### config.mk
export PLATFORM = sky130hd
export DESIGN_NAME = bus_source_encoder_flat
export DESIGN_NICKNAME = d
export VERILOG_FILES = /design/src/rtl/bus_source_encoder_pkg.sv /design/src/rtl/bus_source_encoder_if.sv /design/src/rtl/lsb_index_finder.sv /design/src/rtl/bus_source_encoder.sv /design/src/flat_wrapper.sv
export SDC_FILE = /design/constraint.sdc
export NUM_CORES = 1
export LEC_CHECK = 0
export CAP_MARGIN = 25
export CELL_PAD_IN_SITES_DETAIL_PLACEMENT = 1
export CELL_PAD_IN_SITES_GLOBAL_PLACEMENT = 1
export CORE_UTILIZATION = 31
export CTS_BUF_LIST = sky130_fd_sc_hd__clkbuf_16
export DETAILED_ROUTE_END_ITERATION = 10
export PLACE_DENSITY = 0.89
export SKIP_LAST_GASP = 1
export SLEW_MARGIN = 20
export SYNTH_ARGS = -nofsm -noshare
export SYNTH_HDL_FRONTEND = slang
export SYNTH_HIERARCHICAL = 1
export SYNTH_SLANG_ARGS = --single-unit
### constraint.sdc
create_clock -name clk -period 4.5 [get_ports clk]
set_input_delay 0.675 -clock clk [delete_from_list [all_inputs] [get_ports clk]]
set_output_delay 0.675 -clock clk [all_outputs]
set_load 0.05 [all_outputs]
### src/rtl/bus_source_encoder_pkg.sv
// Shared types and constants for the bus source-select encoder.
//   enc_state_e  : encoder FSM state (empty / driving / holding)
//   req_class_e  : request-vector classification by popcount
//   ERR_CNT_W    : width of the multi-drive error counter
//   ERR_CNT_MAX  : saturation value of the error counter
//   err_cnt_inc  : saturating increment helper
package bus_enc_pkg;

    typedef enum logic [1:0] {
        StEmpty,
        StDrive,
        StHold
    } enc_state_e;

    typedef enum logic [1:0] {
        ClsZero,
        ClsOne,
        ClsMulti
    } req_class_e;

    localparam int unsigned ERR_CNT_W = 8;
    localparam logic [ERR_CNT_W-1:0] ERR_CNT_MAX = 8'd255;

    function automatic logic [ERR_CNT_W-1:0] err_cnt_inc(input logic [ERR_CNT_W-1:0] cnt);
        return (cnt == ERR_CNT_MAX) ? cnt : cnt + 8'd1;
    endfunction

endpackage

### src/rtl/bus_source_encoder_if.sv
// Request/status bundle between the bus requesters and the source encoder.
//   req        : per-source drive requests (bit k = source k)
//   prio_mode  : 0 = strict one-hot, 1 = lowest index wins
//   err_clr    : clears the sticky error flag and the error counter
//   idx        : registered bus select
//   valid      : idx comes from a legal request in this update
//   hold       : idx retained from an earlier update
//   multi_err  : one-cycle pulse on a strict-mode multi-drive
//   err_sticky : latched multi-drive flag
//   err_count  : saturating count of multi-drive events
// master = requester side, slave = encoder side.
interface bus_source_encoder_if
    import bus_enc_pkg::*;
#(
    parameter int unsigned N_SRC = 32,
    parameter int unsigned IDX_W = $clog2(N_SRC)
) ();

    logic [N_SRC-1:0]     req;
    logic                 prio_mode;
    logic                 err_clr;
    logic [IDX_W-1:0]     idx;
    logic                 valid;
    logic                 hold;
    logic                 multi_err;
    logic                 err_sticky;
    logic [ERR_CNT_W-1:0] err_count;

    modport master (
        output req, prio_mode, err_clr,
        input  idx, valid, hold, multi_err, err_sticky, err_count
    );

    modport slave (
        input  req, prio_mode, err_clr,
        output idx, valid, hold, multi_err, err_sticky, err_count
    );

endinterface

### src/rtl/lsb_index_finder.sv
// Combinational lowest-set-bit finder and request classifier.
//   req       : request vector
//   lsb_idx   : index of the lowest set bit (0 when req is zero)
//   req_class : ClsZero / ClsOne / ClsMulti by popcount of req
module lsb_index_finder
    import bus_enc_pkg::*;
#(
    parameter int unsigned N_SRC = 32,
    parameter int unsigned IDX_W = $clog2(N_SRC)
) (
    input  logic [N_SRC-1:0] req,
    output logic [IDX_W-1:0] lsb_idx,
    output req_class_e       req_class
);

    logic seen;
    logic multi;

    always_comb begin
        lsb_idx = '0;
        seen    = 1'b0;
        multi   = 1'b0;
        for (int unsigned k = 0; k < N_SRC; k++) begin
            if (req[k]) begin
                if (!seen) begin
                    lsb_idx = IDX_W'(k);
                end else begin
                    multi = 1'b1;
                end
                seen = 1'b1;
            end
        end
    end

    always_comb begin
        if (!seen) begin
            req_class = ClsZero;
        end else if (multi) begin
            req_class = ClsMulti;
        end else begin
            req_class = ClsOne;
        end
    end

endmodule

### src/rtl/bus_source_encoder.sv
// Registered source-select encoder for the datapath bus. Turns per-source drive
// requests into the binary index steering the bus mux, with valid/hold status,
// strict or priority arbitration and multi-drive error tracking.
//   clk : system clock, rising edge
//   clr : synchronous active-high reset, overrides everything
//   bus : slave side of bus_source_encoder_if (req/prio_mode/err_clr in,
//         idx/valid/hold/multi_err/err_sticky/err_count out)
// STAGES=1: outputs update on the edge that samples req.
// STAGES=2: req/prio_mode are registered first, outputs update one edge later.
module bus_source_encoder
    import bus_enc_pkg::*;
#(
    parameter int unsigned N_SRC     = 32,
    parameter int unsigned IDX_W     = $clog2(N_SRC),
    parameter int unsigned STAGES    = 1,
    parameter int unsigned RESET_IDX = 0
) (
    input logic           clk,
    input logic           clr,
    bus_source_encoder_if.slave bus
);

    localparam logic [IDX_W-1:0] RstIdx = IDX_W'(RESET_IDX);

    logic [N_SRC-1:0] req_s;
    logic             prio_s;

    // Optional input stage; req and prio_mode travel together so a request is
    // always judged under the mode it was issued with.
    if (STAGES == 2) begin : g_in_stage
        logic [N_SRC-1:0] req_q;
        logic             prio_q;

        always_ff @(posedge clk) begin
            if (clr) begin
                req_q  <= '0;
                prio_q <= 1'b0;
            end else begin
                req_q  <= bus.req;
                prio_q <= bus.prio_mode;
            end
        end

        assign req_s  = req_q;
        assign prio_s = prio_q;
    end else begin : g_no_stage
        assign req_s  = bus.req;
        assign prio_s = bus.prio_mode;
    end

    logic [IDX_W-1:0] lsb_idx;
    req_class_e       req_class;

    lsb_index_finder #(
        .N_SRC (N_SRC),
        .IDX_W (IDX_W)
    ) u_finder (
        .req       (req_s),
        .lsb_idx   (lsb_idx),
        .req_class (req_class)
    );

    enc_state_e           st_q, st_d;
    logic [IDX_W-1:0]     idx_q, idx_d;
    logic                 multi_err_q, multi_err_d;
    logic                 err_sticky_q, err_sticky_d;
    logic [ERR_CNT_W-1:0] err_count_q, err_count_d;
    logic                 accept;
    logic                 strict_multi;

    always_comb begin
        st_d         = st_q;
        idx_d        = idx_q;
        multi_err_d  = 1'b0;
        err_sticky_d = err_sticky_q;
        err_count_d  = err_count_q;

        accept       = (req_class == ClsOne) || ((req_class == ClsMulti) && prio_s);
        strict_multi = (req_class == ClsMulti) && !prio_s;

        if (accept) begin
            st_d  = StDrive;
            idx_d = lsb_idx;
        end else if (st_q != StEmpty) begin
            // Zero or strict multi-drive: keep the last good index.
            st_d = StHold;
        end

        // A fresh error outranks a simultaneous clear, so it counts as the first.
        if (strict_multi) begin
            multi_err_d  = 1'b1;
            err_sticky_d = 1'b1;
            err_count_d  = bus.err_clr ? ERR_CNT_W'(1) : err_cnt_inc(err_count_q);
        end else if (bus.err_clr) begin
            err_sticky_d = 1'b0;
            err_count_d  = '0;
        end
    end

    always_ff @(posedge clk) begin
        if (clr) begin
            st_q         <= StEmpty;
            idx_q        <= RstIdx;
            multi_err_q  <= 1'b0;
            err_sticky_q <= 1'b0;
            err_count_q  <= '0;
        end else begin
            st_q         <= st_d;
            idx_q        <= idx_d;
            multi_err_q  <= multi_err_d;
            err_sticky_q <= err_sticky_d;
            err_count_q  <= err_count_d;
        end
    end

    assign bus.idx        = idx_q;
    assign bus.valid      = (st_q == StDrive);
    assign bus.hold       = (st_q == StHold);
    assign bus.multi_err  = multi_err_q;
    assign bus.err_sticky = err_sticky_q;
    assign bus.err_count  = err_count_q;

endmodule

### src/flat_wrapper.sv
// flat-port wrapper written by rule: the top's interface ports become plain ports
module bus_source_encoder_flat import bus_enc_pkg::*;
#(
    parameter int unsigned N_SRC     = 32,
    parameter int unsigned IDX_W     = $clog2(N_SRC),
    parameter int unsigned STAGES    = 1,
    parameter int unsigned RESET_IDX = 0
)
  (clk, clr, bus_req, bus_prio_mode, bus_err_clr, bus_idx, bus_valid, bus_hold, bus_multi_err, bus_err_sticky, bus_err_count);
  bus_source_encoder_if #(.N_SRC(N_SRC), .IDX_W(IDX_W)) bus_i ();
  input logic clk;
  input logic clr;
  input wire logic [$bits(bus_i.req)-1:0] bus_req;
  input wire logic [$bits(bus_i.prio_mode)-1:0] bus_prio_mode;
  input wire logic [$bits(bus_i.err_clr)-1:0] bus_err_clr;
  output wire logic [$bits(bus_i.idx)-1:0] bus_idx;
  output wire logic [$bits(bus_i.valid)-1:0] bus_valid;
  output wire logic [$bits(bus_i.hold)-1:0] bus_hold;
  output wire logic [$bits(bus_i.multi_err)-1:0] bus_multi_err;
  output wire logic [$bits(bus_i.err_sticky)-1:0] bus_err_sticky;
  output wire logic [$bits(bus_i.err_count)-1:0] bus_err_count;
  assign bus_i.req = bus_req;
  assign bus_i.prio_mode = bus_prio_mode;
  assign bus_i.err_clr = bus_err_clr;
  assign bus_idx = bus_i.idx;
  assign bus_valid = bus_i.valid;
  assign bus_hold = bus_i.hold;
  assign bus_multi_err = bus_i.multi_err;
  assign bus_err_sticky = bus_i.err_sticky;
  assign bus_err_count = bus_i.err_count;
  bus_source_encoder #(.N_SRC(N_SRC), .IDX_W(IDX_W), .STAGES(STAGES), .RESET_IDX(RESET_IDX)) u_core (.clk(clk), .clr(clr), .bus(bus_i));
endmodule
### Wiring heat map

Scale bar: 20 um. The die is cut into 14 by 14 equal tiles; dark blue is low, red is high, scaled to the fullest tile. Values are wire area over tile area, all layers added.
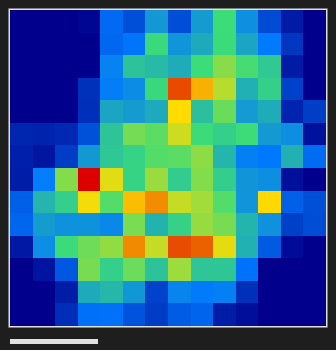
21% of the tiles are over half the peak. The fullest tile reaches 0.50. The emptiest ninth of the die: north-west. The mean over all tiles is 0.15. 19% of the tiles are nearly empty.
mean routed wirelength per cell: 15.5 um
GRT Total Usage: 0.207

### Clock nets

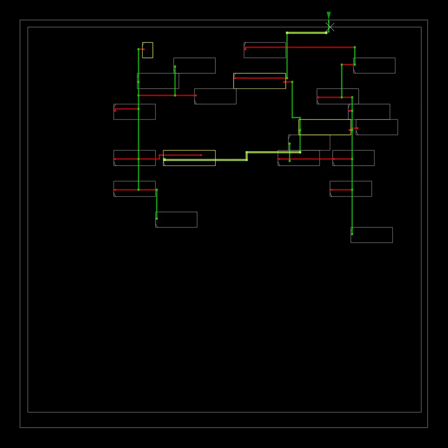
Clock Skew: 1.73 ps
clk sink count: 17
Skew-Pair Late Insertion Delay: 250 ps
CLK BUF: 3

==> qor.txt <==
Largest type area fraction: 0.224
Final setup violation count: 0
Postcts setup bufs: 0
TritonCTS clock tree: yes
Yosys cell count: 213
Chip width: 72.0 um
Buffers and inverters on the worst path: 1
# H-tree levels: 1
Number of diodes: 0
Initial antenna violation count: 0
FMAX: 237 MHz
Crit path capture type: flip-flop
Critical Path Slowest Stage Cell: or4_1
Largest net degree at the start of global routing: 12
Failing checks: design-rule violations
CP startpoint kind: primary input
Initial Util: 0.321
Final critical-path required period: 4220 ps
Status: finished, violations left
Placed Area: 0.00211 mm2
Unique cell type count in the Yosys netlist: 54
Final setup margin: 282 ps
Register Area: 340 um2
RSZ-0062 raised after global routing: no
Slew at the pin closest to its max-slew limit: 633 ps
Comb pwr: 120 uW
First drt pass iteration count: 7
Setup TNS: 0 ps
Worst-path fanout max: 6
Clock buf/inv share: 0.0366
Synth top cells by count: nor2_1 (32), a21oi_1 (26), dfxtp_1 (17), nor3_1 (16), nand2_1 (15)
Multi-Input Combinational: 180
Seq cells: 17
Top power group: clock
WHS Endpoint: u_core/bus.err_sticky$_SDFFE_PP0P_
Most frequent cells in the layout: clkdlybuf4s50_1 (52), nor2_1 (32), a21oi_1 (26), dfxtp_1 (17), nor3_1 (16)
Drt drc: 1
Mapped Avg Cell Area: 7.13 um2
Final net count: 303
Synth Instances: 213
### Metal 3

Scale bar: 20 um.
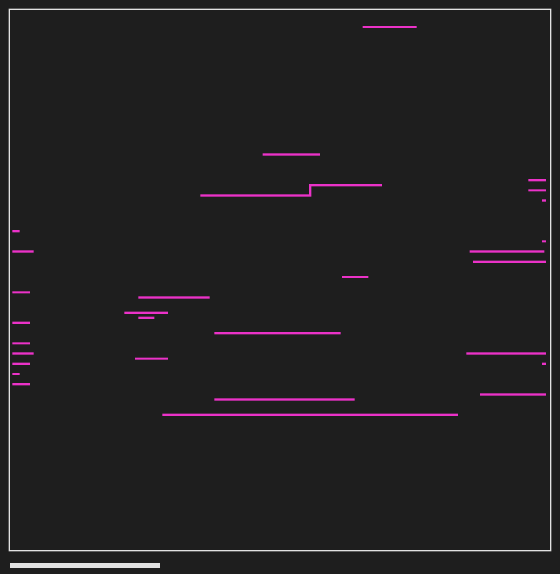
The layer carries 197 um of wire. The wires run mostly horizontal.
met3 global-route usage: 0.0417
DR vias: 1821
total routed wirelength: 5140 um

### Metal 1

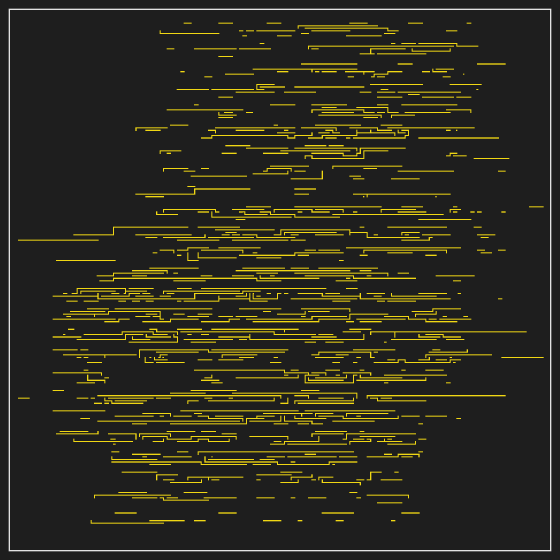
The wires run mostly horizontal. The layer holds 49% of the routed length. 275 nets have wire on it. The longest straight run is 24.4 um. The layer carries 2500 um of wire.
GRT met1 Usage: 0.298

Power is estimated from default activity; no workload was simulated.
